congestion_map.png
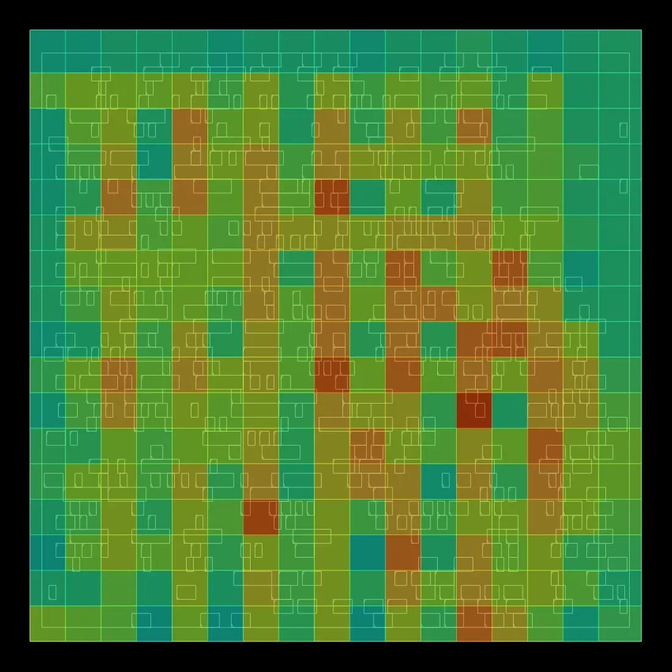
m3.png
Scale: 3 px per um.
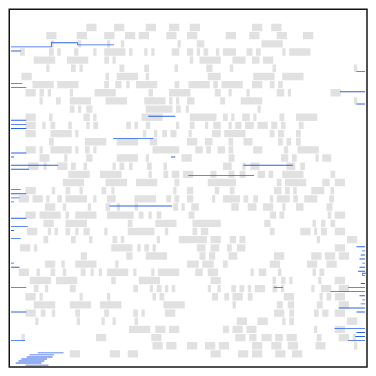
m1.png
Scale: 4 px per um. Supply wires on this layer in grey.
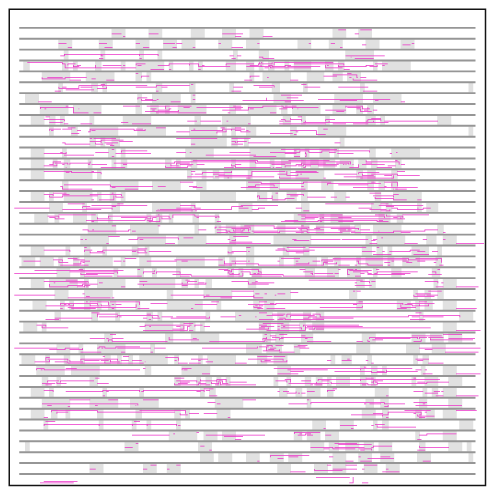
ff_map.png
Scale: 4 px per um. Other sequential cells in the stronger grey, the rest of the logic in the fainter grey.
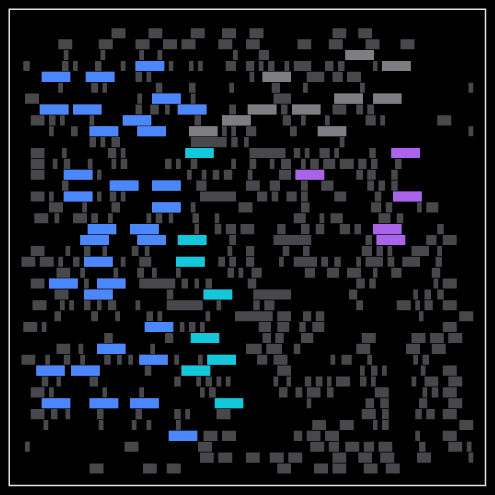
layers.png
Scale: 4 px per um. Only two layers are drawn.
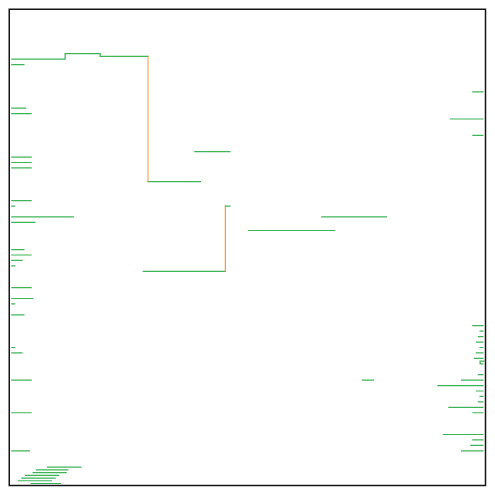
==> config.mk <==
export PLATFORM = sky130hd
export DESIGN_NAME = reg_window_ctrl_flat
export DESIGN_NICKNAME = d
export VERILOG_FILES = /design/src/rtl/reg_window_ctrl_pkg.sv /design/src/rtl/reg_window_ctrl_if.sv /design/src/rtl/reg_window_ctrl_map.sv /design/src/rtl/reg_window_ctrl.sv /design/src/flat_wrapper.sv
export SDC_FILE = /design/constraint.sdc
export NUM_CORES = 1
export LEC_CHECK = 0
export CELL_PAD_IN_SITES_DETAIL_PLACEMENT = 1
export CELL_PAD_IN_SITES_GLOBAL_PLACEMENT = 2
export CORE_MARGIN = 2
export CORE_UTILIZATION = 24
export DETAILED_ROUTE_END_ITERATION = 6
export PLACE_DENSITY_LB_ADDON = 0.1
export RECOVER_POWER = 25
export REMOVE_ABC_BUFFERS = 1
export SETUP_SLACK_MARGIN = 0.2
export SYNTH_ARGS = -nofsm -noshare
export SYNTH_HDL_FRONTEND = slang
export SYNTH_SLANG_ARGS = --single-unit
==> constraint.sdc <==
create_clock -name Clk -period 3.55 [get_ports Clk]
set_input_delay 0.5325 -clock Clk [delete_from_list [all_inputs] [get_ports Clk]]
set_output_delay 0.5325 -clock Clk [all_outputs]
set_load 0.01 [all_outputs]
==> flow_metrics.py <==
# Generated from Yosys and OpenROAD reports
metrics = {
    "cells_and_area": {
        "comb_area_um2": 1773,
        "comb_share": 0.4169,
        "design_area_um2": 4253,
        "nClkBuffers": 5,
        "fin_cells": 665,
        "diodes": 0,
        "comb_cells": 320,
        "flop-count": 55,
        "layout_top_cell": "nand2_1",
        "fillers": 1604,
        "largestClassByArea": "combinational gates",
        "drive_above_1_share": 0.05274,
        "final_cell_mix": "nand2_1 (111), clkdlybuf4s50_1 (77), a21oi_1 (56)",
        "final-nonclk-buf-share": 0.2318,
        "inv_count": 9,
        "synthToLayoutAreaGrowth_pct": 34.67,
        "largest_reg_flops": 32,
        "fin_nets": 557,
        "clk_share": 0.03383,
    },
    "critical_path": {
        "cp_slowest_cell": "xnor2_1",
        "cp.buffers_inverters": 2,
        "r2r_slack_ns": 0.60,
        "crit_required_ns": 3.02,
        "end_kind": "output port",
        "cpLargestDelayFamily": "buffers and inverters",
        "cp_max_fo": 16,
        "worst-setup-path-type": "flop to output port",
        "path_cells": "buf_4, nand3_1, xnor2_1, o21ai_0, clkdlybuf4s50_1",
        "reg2reg_depth": 9,
        "cp.arrival_ns": 2.61,
        "cp.depth": 5,
        "cpPeakStageDelay_ns": 0.63,
        "worstSetupStartpointType": "flop",
    },
    "sta": {
        "fin_crit_ns": 3.145,
        "setup_violations": 0,
        "fmax_mhz": 318.0,
        "finalClockSkew_ns": 0.01077,
        "whs_ns": 0.4575,
        "rsz0062_at_grt": "no",
        "maxSlewViolCount": 0,
        "tightest_slew_ns": 1.212,
        "hold_viol_final": 0,
        "slew_headroom": 0.1902,
        "fin_tns_setup_ns": 0,
        "setup_slack_ns": 0.4054,
        "period_used_share": 0.8858,
    },
    "logic_synthesis": {
        "ys_types": 53,
        "most_common_cell": "nand2_1",
        "synthFlopType": "dfxtp_1",
        "area_leaders": "dfxtp_1 (35%), nand2_1 (13%), a21oi_1 (8.9%)",
        "yosysTopAreaCell": "dfxtp_1",
        "ys_area_um2": 3158,
        "ys_sh_adder": 0.01981,
        "edf_count": 0,
        "ys.flops": 55,
        "top_cell_area_share": 0.3487,
        "yosys_cells": 431,
        "async_flop_share": 0,
        "mux_area_frac": 0.02971,
        "ys_sh_xor": 0.01387,
        "synthTopLogicFamily": "simple AND/OR/NAND/NOR gates",
        "synth_cells": 431,
        "ys_sh_simple": 0.2718,
        "synth_seq_share": 0.3487,
        "ys_warn_count": 0,
        "synth_area_um2": 3158,
        "synth_compound_gate_area_share": 0.2203,
        "postSynthAreaPerCell_um2": 7.327,
        "synthTopCellsByCount": "nand2_1 (111), a21oi_1 (56), dfxtp_1 (55)",
    },
    "drt": {
        "drc_errors": 0,
        "vias_per_cell": 4.711,
        "highest_layer": "met4",
        "drt_iter0_drc": 86,
        "drtAntennaViolNets": 0,
        "drt-met1-wl_um": 4451,
        "drt_pass1_iterations": 4,
        "wl_met3_um": 349,
        "route.met2.wl_um": 4918,
    },
    "clock_tree": {
        "clock.latency.late_pin_ns": 0.29,
        "cts_buffers": 5,
        "cts_tree": "done",
        "h-tree-depth": 2,
        "ctsHoldBuffers": 0,
        "cts_resized": 0,
        "clkSinkCount": 55,
        "cts_max_path_buffers": 2,
        "clk_pin_slew_ns": 0.07,
        "cts-root-buf": "clkbuf_16",
        "cts_setup_buffers": 0,
    },
    "hold_path": {
        "min_path_cells": 2,
        "hold_class": "flop to flop",
    },
    "power_and_ir_drop": {
        "p_seq_frac": 0.453,
        "leakage_uw": 0.001575,
        "clkPwrFrac": 0.320,
        "power_density_nw_per_um2": 356.2,
        "comb_cell_power_uw": 344,
        "total_power_uw": 1515,
        "power.internal_uw": 1085,
        "swShare": 0.2841,
        "p_sw_uw": 430.5,
        "vdd_drop_max_uv": 177.9,
        "p_comb_frac": 0.227,
        "clock_power_uw": 485,
        "top_power_group": "sequential cells",
    },
    "placed_design": {
        "io_buffers": 93,
        "place_area_um2": 4109,
        "pre_cts_slack_ns": 0.6065,
        "hpwlAfterDp_um": 7492,
        "dp.cells": 657,
        "gp_congestion": 0.7989,
    },
    "flow_run": {
        "timing.max_cap.violations": 0,
        "warnings": 28,
    },
    "global_routing": {
        "use_met2": 0.2536,
        "grt_max_degree": 36,
        "grt_pass1_vias": 3240,
        "grt_first_pass_wirelength_um": 16400,
        "grt_busiest_layer": "met2",
        "antenna_found_initial": 0,
        "grt-ovfl-total": 0,
        "grt_util_met3": 0.02413,
    },
    "floorplanning": {
        "tap_cells": 172,
        "fp.dieH_um": 118.7,
        "rows": 41,
        "core_um2": 12720,
        "fp-utilization": 0.2482,
        "pin_count": 117,
        "die-width_um": 118.7,
        "dieArea_um2": 14090,
    },
    "run_status": {
        "status": "finished clean",
    },
}
About congestion_map.png:
met1 Usage GRT: 0.1761
GRT Total Usage: 0.1406

About m3.png:
- share of all routed wire: 3.6%
- main direction: horizontal
final wirelength: 9767 um
DR vias: 3,133

About m1.png:
- nets with wire on the layer: 485
- wire length on this layer: 4,450 um

About ff_map.png:
- cyan: `u_core.wim` (sequential cells 8)
- blue: `u_core.data_q` (sequential cells 32; where a column on the left)
- purple: `u_core.cwp` (sequential cells 5; where right middle)
- not coloured: 10
Finished Core Util: 0.3343
flop share of the area: 0.2589
P_seq: 686 uW
register area: 1101 um^2

About layers.png:
- orange: M4 (wire length 47.6 um)
- green: M3 (wire length 350 um)
drt wl/cell: 14.69 um

Power is estimated from default activity; no workload was simulated.
